Figure 1. Sizing map (run 1).
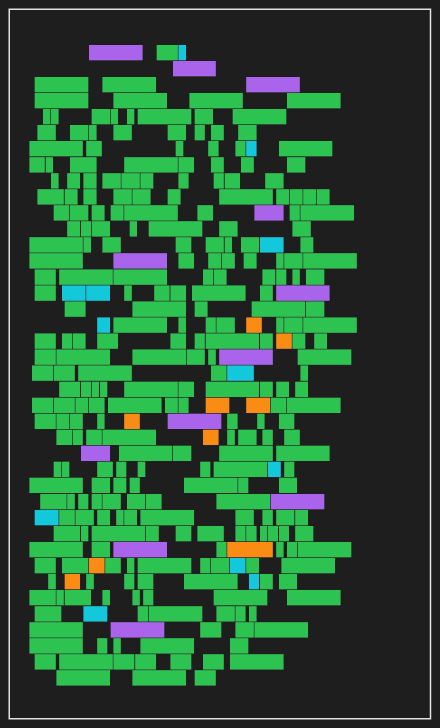
Figure 2. Routing congestion (run 1).
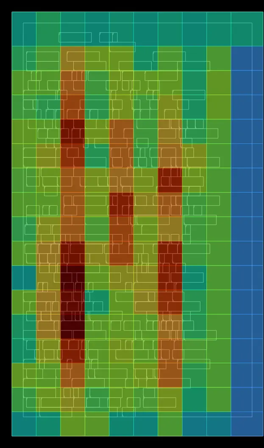
Figure 3. Wire density map (run 1).
The bar under the picture is 20 um long. The die is cut into 14 by 24 equal tiles; dark blue is low, red is high, scaled to the fullest tile. Values are wire area over tile area, all layers added.
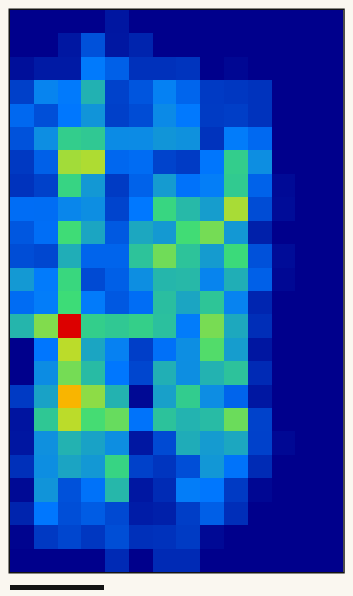
## config.mk

```make
export PLATFORM = sky130hd
export DESIGN_NAME = enemy_phase_sequencer_flat
export DESIGN_NICKNAME = d
export VERILOG_FILES = /design/src/rtl/enemy_pkg.sv /design/src/rtl/enemy_phase_sequencer_if.sv /design/src/rtl/enemy_phase_sequencer_phase_timer.sv /design/src/rtl/enemy_phase_sequencer.sv /design/src/flat_wrapper.sv
export SDC_FILE = /design/constraint.sdc
export NUM_CORES = 1
export LEC_CHECK = 0
export CAP_MARGIN = 15
export CORE_ASPECT_RATIO = 1.75
export CORE_MARGIN = 3
export CORE_UTILIZATION = 40
export CTS_CLUSTER_DIAMETER = 60
export DETAILED_ROUTE_END_ITERATION = 6
export GPL_ROUTABILITY_DRIVEN = 0
export MAX_ROUTING_LAYER = met4
export PLACE_DENSITY = 0.66
export SYNTH_ARGS = -nofsm -noshare
export SYNTH_HDL_FRONTEND = slang
export SYNTH_SLANG_ARGS = --single-unit
```

## constraint.sdc

```tcl
create_clock -name clock -period 2.5 [get_ports clock]
set_input_delay 0.5 -clock clock [delete_from_list [all_inputs] [get_ports clock]]
set_output_delay 0.5 -clock clock [all_outputs]
set_load 0.01 [all_outputs]
```

## src/rtl/enemy_pkg.sv

```systemverilog
// Shared definitions for the enemy-table update slice: phase indices, entry layout,
// sequencer state encoding and small helpers.
package enemy_pkg;

  localparam int unsigned ENEMY_ADDR_W = 6;
  localparam int unsigned ENEMY_DATA_W = 24;

  localparam int unsigned VALID_BIT = 0;
  localparam int unsigned COL_LSB   = 1;
  localparam int unsigned COL_MSB   = 12;
  localparam int unsigned ROW_LSB   = 13;
  localparam int unsigned ROW_MSB   = 23;

  typedef logic [ENEMY_ADDR_W-1:0] enemy_addr_t;
  typedef logic [ENEMY_DATA_W-1:0] enemy_entry_t;

  typedef enum logic [1:0] {
    PH_CLEAN  = 2'd0,
    PH_CREATE = 2'd1,
    PH_MOVE   = 2'd2,
    PH_SHOOT  = 2'd3
  } phase_e;

  typedef enum logic [1:0] {
    ST_IDLE,
    ST_LAUNCH,
    ST_RUN,
    ST_DONE
  } seq_state_e;

  function automatic logic entry_valid(enemy_entry_t e);
    return e[VALID_BIT];
  endfunction

  function automatic logic [COL_MSB-COL_LSB:0] entry_col(enemy_entry_t e);
    return e[COL_MSB:COL_LSB];
  endfunction

  function automatic logic [ROW_MSB-ROW_LSB:0] entry_row(enemy_entry_t e);
    return e[ROW_MSB:ROW_LSB];
  endfunction

  function automatic logic [3:0] phase_onehot(phase_e p);
    return 4'b0001 << p;
  endfunction

  // CREATE only runs when a spawn tick is waiting.
  function automatic phase_e next_phase(phase_e p, logic spawn_pending);
    case (p)
      PH_CLEAN:  return spawn_pending ? PH_CREATE : PH_MOVE;
      PH_CREATE: return PH_MOVE;
      default:   return PH_SHOOT;
    endcase
  endfunction

endpackage

```

## src/rtl/enemy_phase_sequencer_if.sv

```systemverilog
// Handshake bundle between the phase sequencer (master) and the update engines /
// display side (slave).
interface enemy_phase_sequencer_if;
  logic       calc;
  logic [3:0] phase_done;
  logic [3:0] phase_start;
  logic       phase_abort;
  logic [1:0] phase_sel;
  logic       mem_owner;
  logic       busy;
  logic       frame_done;
  logic       timeout_err;
  logic [1:0] err_phase;

  modport master (
    input  calc, phase_done,
    output phase_start, phase_abort, phase_sel, mem_owner, busy,
           frame_done, timeout_err, err_phase
  );

  modport slave (
    output calc, phase_done,
    input  phase_start, phase_abort, phase_sel, mem_owner, busy,
           frame_done, timeout_err, err_phase
  );
endinterface

```

## src/rtl/enemy_phase_sequencer_phase_timer.sv

```systemverilog
// Per-phase watchdog: clearable up-counter; expire flags the enabled edge on which
// the running phase completes its PHASE_TIMEOUT-1'th cycle.
module phase_timer #(
  parameter int unsigned PHASE_TIMEOUT = 256
) (
  input  logic clock,
  input  logic reset,
  input  logic clear,
  input  logic enable,
  output logic expire
);

  localparam int unsigned TW = $clog2(PHASE_TIMEOUT);
  localparam logic [TW-1:0] LAST = TW'(PHASE_TIMEOUT - 2);

  logic [TW-1:0] count;

  always_ff @(posedge clock or posedge reset) begin
    if (reset) begin
      count <= '0;
    end else if (clear) begin
      count <= '0;
    end else if (enable && (count != LAST)) begin
      count <= count + 1'b1;
    end
  end

  assign expire = enable && !clear && (count == LAST);

endmodule

```

## src/rtl/enemy_phase_sequencer.sv

```systemverilog
// Frame-level scheduler for the enemy-table update engines: runs CLEAN, CREATE,
// MOVE, SHOOT once per calc window and owns the enemy-memory port select.
module enemy_phase_sequencer #(
  parameter int unsigned PHASE_TIMEOUT = 256,
  parameter int unsigned SPAWN_PERIOD  = 134217728,
  parameter int unsigned CNT_W         = 32
) (
  input logic                      clock,
  input logic                      reset,
  enemy_phase_sequencer_if.master  seq
);
  import enemy_pkg::*;

  seq_state_e       state;
  phase_e           phase;
  logic             calc_q;
  logic             calc_armed;
  logic [CNT_W-1:0] spawn_cnt;
  logic             spawn_pending;

  logic [3:0] phase_start_r;
  logic       phase_abort_r;
  logic [1:0] phase_sel_r;
  logic       mem_owner_r;
  logic       busy_r;
  logic       frame_done_r;
  logic       timeout_err_r;
  logic [1:0] err_phase_r;

  logic rise;
  logic done_hit;
  logic timer_expire;
  logic spawn_wrap;
  logic create_clear;

  // calc_q alone would see a rise when calc is already high as reset releases;
  // calc_armed requires calc to have been seen low first.
  assign rise         = seq.calc && !calc_q && calc_armed;
  assign done_hit     = (state == ST_RUN) && seq.calc && seq.phase_done[phase];
  assign spawn_wrap   = (spawn_cnt == CNT_W'(SPAWN_PERIOD - 1));
  assign create_clear = done_hit && (phase == PH_CREATE);

  phase_timer #(
    .PHASE_TIMEOUT(PHASE_TIMEOUT)
  ) u_phase_timer (
    .clock  (clock),
    .reset  (reset),
    .clear  (state == ST_LAUNCH),
    .enable (state == ST_RUN),
    .expire (timer_expire)
  );

  always_ff @(posedge clock or posedge reset) begin
    if (reset) begin
      spawn_cnt     <= '0;
      spawn_pending <= 1'b0;
    end else begin
      spawn_cnt <= spawn_wrap ? '0 : spawn_cnt + 1'b1;
      if (spawn_wrap) begin
        spawn_pending <= 1'b1;
      end else if (create_clear) begin
        spawn_pending <= 1'b0;
      end
    end
  end

  always_ff @(posedge clock or posedge reset) begin
    if (reset) begin
      state         <= ST_IDLE;
      phase         <= PH_CLEAN;
      calc_q        <= 1'b0;
      calc_armed    <= 1'b0;
      phase_start_r <= '0;
      phase_abort_r <= 1'b0;
      phase_sel_r   <= '0;
      mem_owner_r   <= 1'b0;
      busy_r        <= 1'b0;
      frame_done_r  <= 1'b0;
      timeout_err_r <= 1'b0;
      err_phase_r   <= '0;
    end else begin
      calc_q <= seq.calc;
      if (!seq.calc) begin
        calc_armed <= 1'b1;
      end
      phase_start_r <= '0;
      phase_abort_r <= 1'b0;
      frame_done_r  <= 1'b0;

      case (state)
        ST_IDLE: begin
          mem_owner_r <= 1'b0;
          busy_r      <= 1'b0;
          if (rise) begin
            phase <= PH_CLEAN;
            state <= ST_LAUNCH;
          end
        end
        ST_LAUNCH, ST_RUN: begin
          if (!seq.calc) begin
            // Window closed early: stop the engine and hand the port back at once.
            phase_abort_r <= 1'b1;
            mem_owner_r   <= 1'b0;
            busy_r        <= 1'b0;
            state         <= ST_IDLE;
          end else if (state == ST_LAUNCH) begin
            phase_start_r <= phase_onehot(phase);
            phase_sel_r   <= phase;
            mem_owner_r   <= 1'b1;
            busy_r        <= 1'b1;
            state         <= ST_RUN;
          end else if (done_hit || timer_expire) begin
            if (!done_hit) begin
              phase_abort_r <= 1'b1;
              timeout_err_r <= 1'b1;
              err_phase_r   <= phase;
            end
            if (phase == PH_SHOOT) begin
              state <= ST_DONE;
            end else begin
              phase <= next_phase(phase, spawn_pending);
              state <= ST_LAUNCH;
            end
          end
        end
        ST_DONE: begin
          frame_done_r <= 1'b1;
          busy_r       <= 1'b0;
          state        <= ST_IDLE;
        end
        default: state <= ST_IDLE;
      endcase
    end
  end

  assign seq.phase_start = phase_start_r;
  assign seq.phase_abort = phase_abort_r;
  assign seq.phase_sel   = phase_sel_r;
  assign seq.mem_owner   = mem_owner_r;
  assign seq.busy        = busy_r;
  assign seq.frame_done  = frame_done_r;
  assign seq.timeout_err = timeout_err_r;
  assign seq.err_phase   = err_phase_r;

endmodule

```

## src/flat_wrapper.sv

```systemverilog
// flat-port wrapper written by rule: the top's interface ports become plain ports
module enemy_phase_sequencer_flat import enemy_pkg::*;
#(
  parameter int unsigned PHASE_TIMEOUT = 256,
  parameter int unsigned SPAWN_PERIOD  = 134217728,
  parameter int unsigned CNT_W         = 32
)
  (clock, reset, seq_calc, seq_phase_done, seq_phase_start, seq_phase_abort, seq_phase_sel, seq_mem_owner, seq_busy, seq_frame_done, seq_timeout_err, seq_err_phase);
  enemy_phase_sequencer_if seq_i ();
  input logic clock;
  input logic reset;
  input wire logic [$bits(seq_i.calc)-1:0] seq_calc;
  input wire logic [$bits(seq_i.phase_done)-1:0] seq_phase_done;
  output wire logic [$bits(seq_i.phase_start)-1:0] seq_phase_start;
  output wire logic [$bits(seq_i.phase_abort)-1:0] seq_phase_abort;
  output wire logic [$bits(seq_i.phase_sel)-1:0] seq_phase_sel;
  output wire logic [$bits(seq_i.mem_owner)-1:0] seq_mem_owner;
  output wire logic [$bits(seq_i.busy)-1:0] seq_busy;
  output wire logic [$bits(seq_i.frame_done)-1:0] seq_frame_done;
  output wire logic [$bits(seq_i.timeout_err)-1:0] seq_timeout_err;
  output wire logic [$bits(seq_i.err_phase)-1:0] seq_err_phase;
  assign seq_i.calc = seq_calc;
  assign seq_i.phase_done = seq_phase_done;
  assign seq_phase_start = seq_i.phase_start;
  assign seq_phase_abort = seq_i.phase_abort;
  assign seq_phase_sel = seq_i.phase_sel;
  assign seq_mem_owner = seq_i.mem_owner;
  assign seq_busy = seq_i.busy;
  assign seq_frame_done = seq_i.frame_done;
  assign seq_timeout_err = seq_i.timeout_err;
  assign seq_err_phase = seq_i.err_phase;
  enemy_phase_sequencer #(.PHASE_TIMEOUT(PHASE_TIMEOUT), .SPAWN_PERIOD(SPAWN_PERIOD), .CNT_W(CNT_W)) u_core (.clock(clock), .reset(reset), .seq(seq_i));
endmodule
```

==> run notes, run 1 <==
Implementation run completed; key figures follow.

Status:
- The run finished with clean final reports.

Floorplan:
- The run puts the I/O pin count at 20.
- The floorplan step defined a die boundary enclosing 8550 um2.
- The run gives the die span in x as about 70 um.
- In this run the core area contains 41 standard-cell rows.
- The run gives the area inside the core boundary as about 7200 um2.
- The share of the core area taken by cells at floorplan is roughly two fifths.

Yosys:
- The run puts the number of synthesized register bits at approximately 60.
- The run gives the count of unique library cells instantiated by Yosys as just under 50.
- The run puts the post-synth design cell area at a little under 3000 um2.
- The run gives the number of nets produced by synthesis as 297.
- After synthesis, the share of flip-flops with an asynchronous set or reset is 100%.
- The run gives the number of cell instances after yosys synthesis as ~280.
- The synthesized design contains 0 enable-type register cells.
- In the synthesized netlist, the cells that appear most often are 60 x sky130_fd_sc_hd__dfrtp_1, 18 x sky130_fd_sc_hd__xnor2_1, 16 x sky130_fd_sc_hd__nand3_1, 15 x sky130_fd_sc_hd__nor2_1, 14 x sky130_fd_sc_hd__nand2_1.
- The Yosys step of the flow raised 0 warnings.
- The run gives the most popular library cell in the synthesized design by count as sky130_fd_sc_hd__dfrtp_1.
- The run puts the yosys stat chip area at roughly 3000 um2.
- Among all flip-flop cells after synthesis, the most frequent one is sky130_fd_sc_hd__dfrtp_1.
- For reference, the top cells by area after synthesis are sky130_fd_sc_hd__dfrtp_1 50%, sky130_fd_sc_hd__xnor2_1 5.3%, sky130_fd_sc_hd__ha_1 3.8%.
- Each instance of the synthesized netlist takes up on average around 11 um2.
- The run puts the share of the synthesized area in the top cell type at 50.5%.

Job:
- The run puts the tally of max-capacitance violations at 0.

Clock tree:
- The run gives the cts-stage hold buffer count as 0.
- The run gives the source-to-sink clock delay at the later pin of the worst-skew pair as 0.33 ns.
- The run gives the quantity of gates resized following cts as 0.
- The run puts the number of CTS-inserted buffers at 9.
- The run gives the number of H-tree levels as 3.
- The run gives the maximum clock insertion buffer count as 2.
- The timing report gives the clock slew at the launch and capture registers of the worst setup and hold paths as 0.05 ns.
- TritonCTS built the clock tree.
- The run gives the total clock sinks as 60.
- The run gives the root cell of the clock tree as sky130_fd_sc_hd__clkbuf_16.

Cells and area:
- The run puts the ratio of cells with drive above 1 in the final layout at 10.7%.
- The run puts the number of filler cells placed in the layout at between 600 and 700.
- The run gives the final cell count without fillers as 394.
- The run gives the number of diodes added for antenna fixing as 0.
- The run gives the final layout net count as 320.

Setup path:
- The run gives the worst setup path endpoint as u_core.seq.err_phase[0]$_DFFE_PP0P_.
- Per STA, the highest per-stage delay on the worst path measures about 0.53 ns.
- STA classifies the critical path startpoint as a register.
- The run gives the terminus of the critical flop-to-flop path as u_core.seq.err_phase[0]$_DFFE_PP0P_.
- The run puts the worst path arrival time at ~2.4 ns.
- Looking at the critical path, the single cell with the biggest stage delay is sky130_fd_sc_hd__nor4_1.
- The run gives the startpoint of the most critical setup path as u_core.state[0]$_DFFE_PP0P_.
- For reference, the critical path cell chain is inv_1 -> ha_1 -> nand3_1 -> o22ai_1 -> nor4_1 -> mux2_2.
- The run puts the cell depth of the worst flop-to-flop path at 6.
- STA classifies the critical path endpoint as a register.
- The run puts the register-to-register setup slack at about 0.31 ns.
- The run puts the largest driver fanout on the critical path at 9.

Power and ir drop:
- For this design the ratio of total power to cell area is 821 nW/um2.
- The run gives the post-layout total power as between 2 and 3 mW.
- The run gives the leakage power as about 1.6 nW.
- The run gives the worst-case vdd ir drop as 0.615 mV.

Timing:
- The final timing report lists clock skew as 0.00572 ns.
- In the post-route analysis, the smallest setup slack over all paths is 0.312 ns.
- The run gives the final critical path time including I/O delays and setup as 2.19 ns.
- Setup repair after global routing left no endpoint under its margin.
- In the final report, the number of endpoints failing setup comes to 0.
- The run gives the slew at the pin with the worst max-slew slack as 0.629 ns.
- Per the final report, max-transition violations number 0.
- The run puts the period utilization at 87.5%.

Global routing:
- The first global-routing pass estimated 10400 um of wire.
- Entering global routing, the biggest net connects 61 pins.
- The global route stage reports its total congestion overflow as 0.

Worst hold path:
- The run gives the type of the tightest min-delay check as reg2reg.

Drt:
- The run gives the routed wire length as 5910 um.
- The routed design shows a via density per instance of 5.57.
- The run puts the starting DRC count in detailed routing at 88.
- The run gives the first-pass iteration count of the detailed router as 4.
- The run puts the post-detailed-route count of antenna-violating nets at 0.
- The run gives the via count of the routed design as 2194.
- The run gives the DRC violation count after routing as 0.

Placement:
- In the placement report, post-DP HPWL is listed as 4120 um.
- The run puts the number of I/O port buffers at 19.
- Prior to clock tree synthesis, the placed netlist has a worst setup slack of 0.158 ns.
Notes on Figure 1 above:
| colour | size | cells | share |
|---|---|---|---|
| cyan | drive 2 | 12 | 3.9% |
| purple | drive 6 and up | 12 | 3.9% |
| orange | drive 3 to 4 | 9 | 2.9% |
| green | drive 1 or less | 275 | 89% |

Notes on Figure 2 above:
Avg WL per Cell: 15.0 um
most congested layer reported by global routing: met2

Notes on Figure 3 above:
mean over tiles: 0.11
densest ninth of the die: middle
fullest tile: 0.59
tiles over half the peak: 6.0%
emptiest ninth of the die: bottom right
nearly empty tiles: 32%

run 1: registers in the layout, indices dropped and copies added (netlist names), 2 cells and up:
register and count:
u_core.spawn_cnt 32, u_core.u_phase_timer.count 8, u_core.seq.phase_start 4, u_core.phase 2, u_core.seq.err_phase 2, u_core.seq.phase_sel 2
u_core.state 2
run 1: layout make-up:
class	count	area (um2)	area share [%]
clock buffer	13	260	7.34
multi-input combinational	198	1380	38.8
inverter	9	33.8	0.953
sequential	60	1500	42.3
clock inverter	2	10.0	0.282
tap	86	108	3.03
timing repair buffer	26	255	7.20
run 1: how the worst min path moves through the flow:
stage / cells past startpoint / to / slack, ns
2_1_floorplan: 1 / u_core.calc_armed$_DFFE_PP0N_ / 0.43
5_1_grt: 1 / u_core.seq.timeout_err$_DFFE_PP0P_ / 0.48
4_1_cts: 1 / u_core.spawn_cnt[26]$_DFF_PP0_ / 0.47
3_5_place_dp: 1 / u_core.seq.timeout_err$_DFFE_PP0P_ / 0.45
6_report: 1 / u_core.spawn_cnt[26]$_DFF_PP0_ / 0.47
3_3_place_gp: 1 / u_core.calc_armed$_DFFE_PP0N_ / 0.45
run 1: cell usage in the layout (no fill, tap or decap), drive strengths merged, types with 6 or more instances in the layout:
master / count
dfrtp: 60
clkdlybuf4s50: 19
xnor2: 18
nand3: 16
nor2: 15
nand2: 14
clkbuf: 13
and3: 12
nand4: 12
xor2: 11
ha: 9
inv: 9
a21oi: 8
and2: 8
a22oi: 8
nor3: 7
buf: 7
o21ai: 6
run 1: power by group:
group	leakage [nW]	switching (mW)	internal, mW
Clock	0.135	0.401	0.714
Sequential	0.807	0.0763	1.06
Combinational	0.616	0.377	0.289
run 1: metal layers:
metal | up-vias | global-route usage (%) | wire [um]
met4 | 0 | 10.7 | 210
met2 | 35 | 27.1 | 3140
met5 | - | - | 0
li1 | 1055 | - | -
met3 | 20 | 3.19 | 169
met1 | 1084 | 16.2 | 2390
run 1: per-stage QoR:
stage	area [um2]	util [%]	hold slack, ns
finish	3550	49.0	0.466
floorplan	2980	-	0.435
CTS	3550	49.0	0.467
detailed placement	3280	45.3	0.454
global route	3550	49.0	0.479
global placement	3280	45.3	0.450
run 1: kinds of logic (layout without fill, tap and decap cells):
group | Yosys count | after routing | share of synthesized area [%]
and+or+nand+nor | 110 | 110 | 21.3
DFF | 60 | 60 | 50.5
AOI/OAI and AO/OA | 43 | 43 | 10.1
xor gates and xnor gates | 29 | 29 | 8.54
buffers and inverters | 23 | 50 | 3.24
adders and majority gates | 9 | 9 | 3.78
muxes | 7 | 7 | 2.57
run 1: worst max-delay path: cells and delay by family (launching register included):
family,cells,cell delay [ns]
flops,1,0.37
fa+ha+maj,1,0.34
buf+inv,1,0.11
mux,1,0.40
simple gates,2,0.68
compound gates,1,0.17
Figure 4. Placement by cell class (run 1).
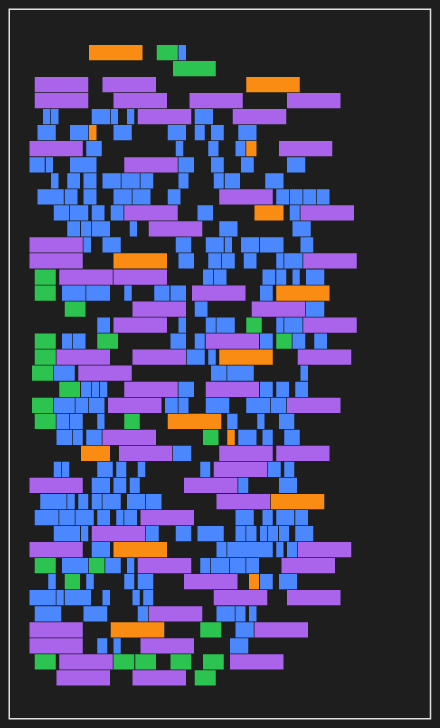

==> run 2, diff against run 1 <==
Settings changed: CORE_MARGIN 3 to default, CORE_UTILIZATION 40 to 53, PLACE_DENSITY 0.66 to 0.84.
Clock period 2.5 ns to 2 ns, I/O delays scaled along.
Figure 5. Placement by cell class (run 2).
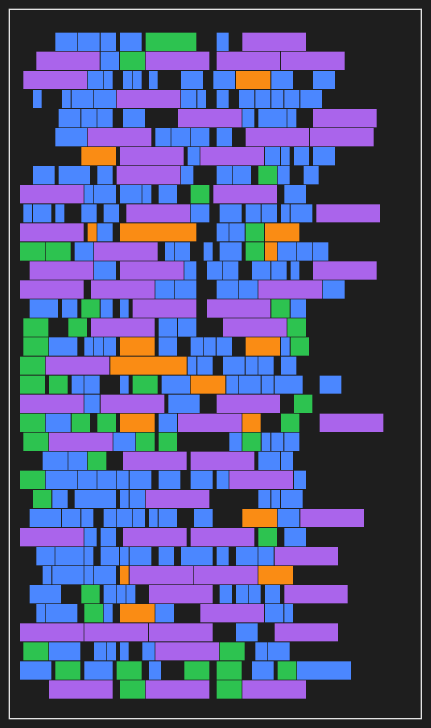
| colour | class | cells | share of their area |
|---|---|---|---|
| purple | flip-flops | 60 | 43% |
| blue | all other logic | 207 | 40% |
| green | other buffers and delay cells | 43 | 11% |
| orange | clock drivers and dummy loads | 16 | 6.2% |

==> run 2 against run 1 <==
Net effect: non-clock buffer count increased by 17; critical path depth unchanged; clock skew grew 0.0049 ns; first-iteration DRC count unchanged; combinational power rose by 48%; worst setup slack got worse by 0.21 ns; via count increased by 6.2%; global-route usage rose by 9.1 points; sequential share of layout area decreased by 0.86 points; register-to-register slack lost 0.21 ns; critical path type unchanged; critical endpoint is now u_core.state[1]$_DFFE_PP0P_.
==> run notes, run 2 <==
Implementation run completed; key figures follow.

Timing:
- The run gives the period utilization as 95.0% (+7.5 points).
- The run puts the slew at the pin with the worst max-slew slack at 0.414 ns (-0.215 ns).
- The final critical path time including I/O delays and setup came to 1.90 ns (-0.288 ns).
- The count of endpoints failing setup in the final report came to 0 (unchanged).

Yosys:
- The average footprint of a synthesized cell came to 10.6 um2 (unchanged).
- The run gives the post-synth design cell area as 2980 um2 (unchanged).
- By instance count, the leading cell after synthesis is sky130_fd_sc_hd__dfrtp_1.
- The run puts the number of cell instances after yosys synthesis at 281 (unchanged).
- The yosys stat chip area came to 2980 um2 (unchanged).
- The run gives the yosys synthesis warning count as 0 (unchanged).
- For reference, the top cells by count after synthesis are 60 x sky130_fd_sc_hd__dfrtp_1, 18 x sky130_fd_sc_hd__xnor2_1, 16 x sky130_fd_sc_hd__nand3_1, 15 x sky130_fd_sc_hd__nor2_1, 14 x sky130_fd_sc_hd__nand2_1.
- The run puts the count of unique library cells instantiated by Yosys at 49 (unchanged).

Power and ir drop:
- The run puts the combinational group share of total power at 27.3% (+4.4 points).
- The run gives the leakage power as 1.62 nW (+3.9%).
- The run gives the power per standard cell area as 996 nW/um2 (+21%).
- The worst-case vdd ir drop is 0.993 mV (+61%).
- The run puts the part of the power in the clock network at 33.9% (-4.4 points).

Clock tree:
- The run gives the root cell of the clock tree as sky130_fd_sc_hd__clkbuf_8.
- The run puts the cts-stage hold buffer count at 0 (unchanged).
- The run puts the total clock sinks at 60 (unchanged).

Drt:
- The run puts the first-pass iteration count of the detailed router at 4 (unchanged).
- The run puts the number of vias per cell at 5.83 (+4.6%).
- The via count of the routed design came to 2330 (+6.2%).
- The routed wire length came to 6490 um (+9.9%).
- The run gives the DRC violation count after routing as 0 (unchanged).
- The run gives the mean routed wirelength per cell as 16.2 um (+8.2%).

Cells and area:
- The run gives the most instantiated logic cell after routing as sky130_fd_sc_hd__dfrtp_1.
- The number of filler cells placed in the layout is 405 (-39%).
- The run puts the number of diodes added for antenna fixing at 0 (unchanged).

Setup path:
- The run gives the startpoint of the most critical setup path as u_core.state[0]$_DFFE_PP0P_.
- The run puts the largest driver fanout on the critical path at 5 (-4).

Placement:
- The number of I/O port buffers was 19 (unchanged).
- The run gives the sum of net half-perimeters after detailed placement as 4480 um (+8.7%).

Floorplan:
- The die span in x was 58.6 um (-18%).
- The area inside the core boundary came to 5340 um2 (-26%).
- The placement row count came to 35 (-15%).
- The run gives the die area as 5930 um2 (-31%).

Global routing:
- The run puts the wire length of the first global-routing pass at 10700 um (+3.4%).

Job:
- The run gives the tally of max-capacitance violations as 0 (unchanged).

Status:
- The flow ran to the end, and the final reports show no timing, DRC or antenna violations.
Figure 6. Sizing map (run 2).
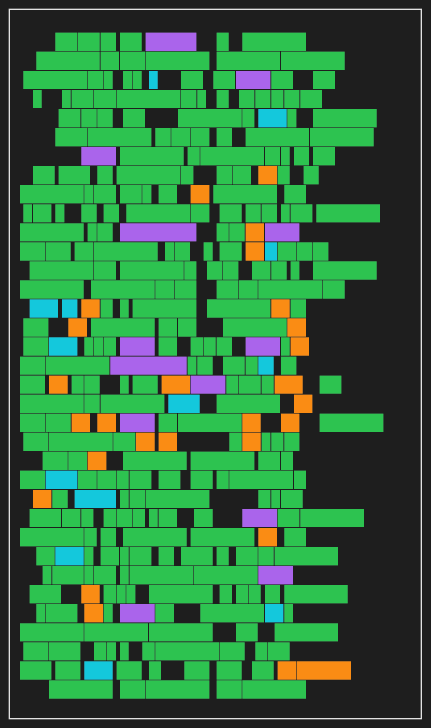
| colour | size | cells | share |
|---|---|---|---|
| orange | drive 3 to 4 | 27 | 8.3% |
| cyan | drive 2 | 13 | 4.0% |
| purple | drive 6 and up | 13 | 4.0% |
| green | drive 1 or less | 273 | 84% |

run 2: cell counts after synthesis:
Identical to the previous run, type by type.
run 2: timing repair:
item / CTS / global route
endpoints found under the hold margin: 0 / 0
resized: 2 / 1
setup endpoints to repair: 2 / 4
gates cloned: 0 / 0
pin swaps: 0 / 0
run 2: cell type report:
type	count	area share [%]
sequential	60	41.5
multi-input combinational	198	38.4
timing repair buffer	43	10.6
clock buffer	12	4.01
tap	74	2.56
clock inverter	4	2.00
inverter	9	0.933
run 2: cells by family after synthesis:
group / Yosys count / share of synthesized area (%)
multiplexers: 7 / 2.57
XOR/XNOR: 29 / 8.54
AND/OR/NAND/NOR: 110 / 21.3
adder cells (fa/ha/maj): 9 / 3.78
buffers and inverters: 23 / 3.24
flip-flops: 60 / 50.5
AND-OR/OR-AND: 43 / 10.1
run 2: power by group through the flow:
stage | combinational, mW | clock (mW) | sequential (mW)
floorplan | 0.531 | 0 | 1.42
global placement | 0.911 | 0 | 1.41
detailed placement | 0.939 | 0 | 1.42
CTS | 0.969 | 1.23 | 1.40
global route | 1.07 | 1.27 | 1.41
finish | 0.985 | 1.22 | 1.40
run 2: final timing paths:
path | to | cells past startpoint | slack (ns)
worst min register to register | u_core.spawn_cnt[16]$_DFF_PP0_ | 1 | 0.47
max in group asynchronous | u_core.spawn_cnt[10]$_DFF_PP0_ | 3 | 1.31
worst max register to register | u_core.state[1]$_DFFE_PP0P_ | 6 | 0.1
min in group clock | u_core.spawn_cnt[16]$_DFF_PP0_ | 1 | 0.47
worst max-delay path | u_core.state[1]$_DFFE_PP0P_ | 6 | 0.1
worst min-delay path | u_core.spawn_cnt[12]$_DFF_PP0_ | 3 | 0.43
run 2: worst max-delay path, cell delays in order (launching register included):
cell,delay (ns)
sky130_fd_sc_hd__dfrtp_1,0.38
sky130_fd_sc_hd__inv_1,0.11
sky130_fd_sc_hd__ha_1,0.26
sky130_fd_sc_hd__nand3_1,0.12
sky130_fd_sc_hd__o22ai_1,0.15
sky130_fd_sc_hd__o41ai_2,0.38
sky130_fd_sc_hd__mux2_2,0.39
run 2: metal layers:
layer  global-route usage [%]  part of all wire (%)  up-vias
li1                         -                     -     1087
met1                     25.7                    39     1148
met2                     42.8                    54       67
met3                     4.36                   2.9       28
met4                     16.3                   4.1        0
met5                        -                     0        -
run 2: metrics by stage:
stage	std cells	util, %	setup slack [ns]	hold slack (ns)
floorplan	281	-	0.0711	0.431
global placement	384	63.4	-0.147	0.449
detailed placement	384	63.4	-0.198	0.460
CTS	400	67.8	0.0941	0.441
global route	400	67.8	-0.0275	0.470
finish	400	67.8	0.0995	0.426
No activity file was given, so power comes from the tool's default toggle rates.
